Design sobel_out_streamer, sky130hd; sources not shown.
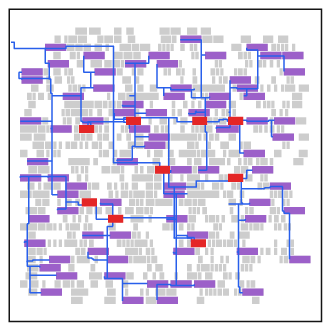
*Clock wires, drivers and flops, run 1*
Scale: 3 px per um.
Purple shows flip-flops, count 78. Red shows clock-net drivers, count 9. Blue shows clock wires, length 1030 um.
Position of the flops: all over the die. There are 10 routed clock nets.
Clk. pwr: 1.04 mW
clk ins delay skew pair: 0.35 ns

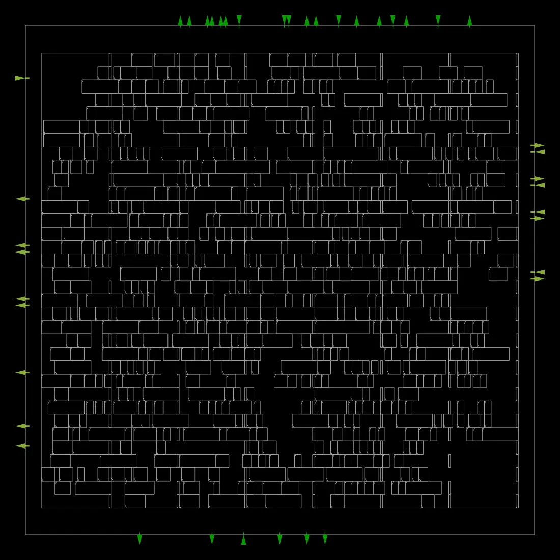
*Cell outlines without signal wires, run 1*
final non-filler cell total: 776
tap cells: 126

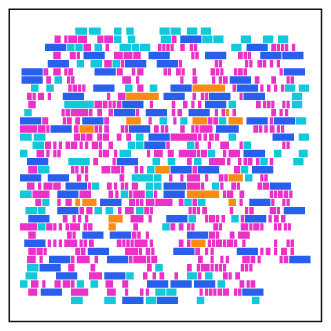
*Cell classes on the final placement, run 1*
Scale: 3 px per um.
Magenta shows remaining logic cells, cells 451, share of their area 46%. Orange shows clock drivers and dummy loads, cells 16, share of their area 4.7%. Cyan shows remaining buffers and delay cells, cells 105, share of their area 19%. Blue shows registers, cells 78, share of their area 31%.
Layout Utilization: 58.2%
core box area: 0.00898 mm^2
row cnt: 34
design area: 0.00523 mm^2

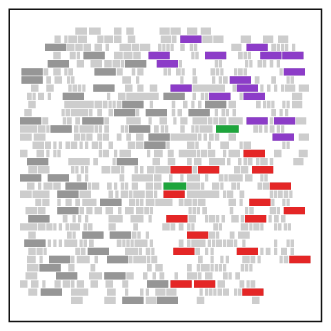
*Sequential cells coloured by netlist name, run 1*
Scale: 3 px per um. Other sequential cells in the stronger grey, the rest of the logic in the fainter grey.
Purple shows u_fifo.data_q, placed flops 16. Red shows out_cnt_q, placed flops 17. Green shows u_fifo.count_o, placed flops 2.
Another 43 sequential cells are not coloured.
Register Area: 0.00156 mm^2
seq pwr: 1.41 mW
Seq area share: 29.9%

==> reports/metrics.cfg, run 1 <==
[detailed_routing]
drc=0
wl_met2_um=4610
top_layer_used=met4

[cells_and_area]
clock_area_share_pct=4.55
buffers=105
insertedDiodeCount=0
area.combinational_mm2=0.00204
buffer_area_share_pct=18.2
dominant_cells=multi-input combinational cells

[place]
dp_hpwl_um=6310
gp_congestion=0.819

[setup_path]
crit_path_frequent_cell=buf_6
worstSetupPathType=reg -> out

[logic_synthesis]
synth_cell_types=34
ys.flops=78
synth_top_area_share_pct=41.0
synth_area_per_cell_um2=7.00
netlist_area_mm2=0.00381
common_cells=nand2_1 (103), nor2_1 (84), dfxtp_1 (78)
synthArstFlopShare_pct=0

[hold_path]
hp-class=reg -> reg

[flow_run]
maxCapViolCount=0
log.warning_count=33

[final_timing]
fin_skew_ns=0.0102
rsz0062_at_grt=true
finalSetupViolations=16
hold_viol=0
final-max-slew-violation-count=0
period_needed_ns=2.88
setup_slack_ns=-0.175
max_freq_mhz=348
fin_crit_sh_pct=106

[status]
violations=setup timing
status=complete, but fails checks

[power_and_ir_drop]
peakVddDrop_uv=666
clockPowerShare_pct=19.1
comb_power_share_pct=54.9

[floorplan]
die_w_um=104

[grt]
grt.total_usage_pct=17.8
grt_max_degree=28
busiest_layer=met2

[cts]
cts_buffers=9
cts_setup_buffers=15
clock_path_buffers=2
cts.reportedPaths.clkPinSlew_ns=0.07
ctsHoldBuffers=0

==> run 1: worst max-delay path: cells and delay by family, from the launching register on <==
family / cells / cell delay [ns]
fa+ha+maj: 1 / 0.15
flops: 1 / 0.33
compound gates: 1 / 0.04
buf+inv: 6 / 0.66
simple gates: 3 / 0.44
xor+xnor: 2 / 0.37
==> run 1: placed cells by master (no fill, tap or decap), drive strengths merged, types with 18 or more instances in the layout <==
cell type and n:
o21ai 34, clkdlybuf4s50 23, buf 81, nor2 89
nand2 109, a21oi 45, a211oi 18, nand3 25
dfxtp 78, inv 69
==> run 1: kinds of logic (layout without fill, tap and decap cells) <==
kind of cell,count (synthesis),after routing,synth area share [%]
simple gates,266,266,30.9
compound gates,98,98,14.5
buf+inv,87,193,9.17
flops,78,78,41.0
fa+ha+maj,10,10,3.29
xor+xnor,5,5,1.15
==> run 2: changes to the inputs <==
CTS_CLUSTER_DIAMETER = 30   (was default)
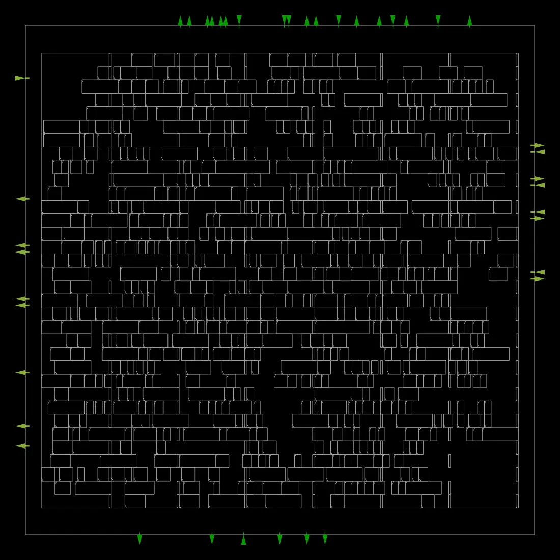
*Cell outlines without signal wires, run 2*
Flop Count: 78
# fillers: 870

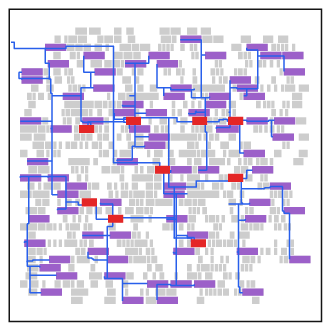
*Clock wires, drivers and flops, run 2*
Scale: 3 px per um.
Blue shows clock wires, length 1030 um. Purple shows flip-flops, count 78. Red shows clock-net drivers, count 9.
Position of the flops: all over the die.
clock group share of total power: 19.1%
Max Clock Skew: 0.0102 ns

==> reports/metrics.cfg, run 2 <==
[status]
status=complete, but fails checks
violations=setup timing

[final_timing]
period_needed_ns=2.88
hold_viol=0
finalSetupViolations=16
final-max-slew-violation-count=0
setup_slack_ns=-0.175

[logic_synthesis]
netlist_area_mm2=0.00381
ys_sh_xor_pct=1.15
fa_ha_area_share_pct=3.29
synth_area_per_cell_um2=7.00
ys_top_logic_family=simple AND/OR/NAND/NOR gates
compound_area_share_pct=14.5
synthArstFlopShare_pct=0

[cts]
cts_buffers=9
cts.reportedPaths.clkPinSlew_ns=0.07
clkLatencyLatePin_ns=0.35
clock_path_buffers=2

[setup_path]
path_delay_family=buffers and inverters
crit_path_frequent_cell=buf_6
worstSetupPathType=reg -> out
cp_num_cells=13
critPathBufInv=6

[floorplan]
core-area_mm2=0.00898

[flow_run]
maxCapViolCount=0

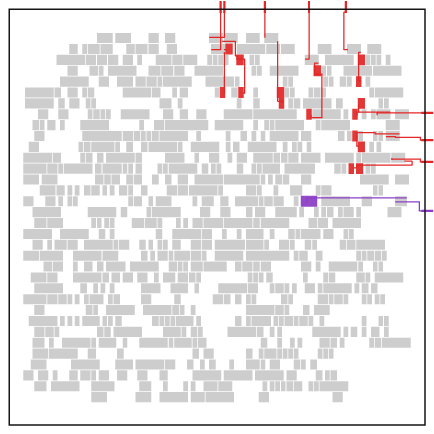
*Wires at chosen ports, followed through buffers, run 2*
Scale: 4 px per um.
Red shows data_omem_i, bits 8, direction input, end cells 16, buffers 8, wire 202 um. Purple shows m_ready_i, bits 1, direction input, end cells 1, buffers 1, wire 34.9 um.
number of I/O port buffers: 40
Ports: 41

==> run 2: cell families after synthesis <==
group	after synthesis
adders and majority gates	10
xor gates and xnor gates	5
DFF	78
buffers and inverters	87
AOI/OAI and AO/OA	98
and+or+nand+nor	266
==> run 2: timing repair <==
item / CTS / global route
pin swaps: 3 / 5
buffers inserted: 15 / 1
resized: 120 / 16
endpoints found under the hold margin: 0 / 0
setup endpoints to repair: 19 / 22
cloned: 2 / 0
hold buffers: 0 / 0
==> run 2: final cells by class <==
type	instances	area (um^2)
inverter	72	275
tap	126	158
sequential	78	1560
multi-input combinational	379	2040
fill	870	3750
clock inverter	6	110
clock buffer	10	128
timing repair buffer	105	948
Power and IR drop assume default switching activity.
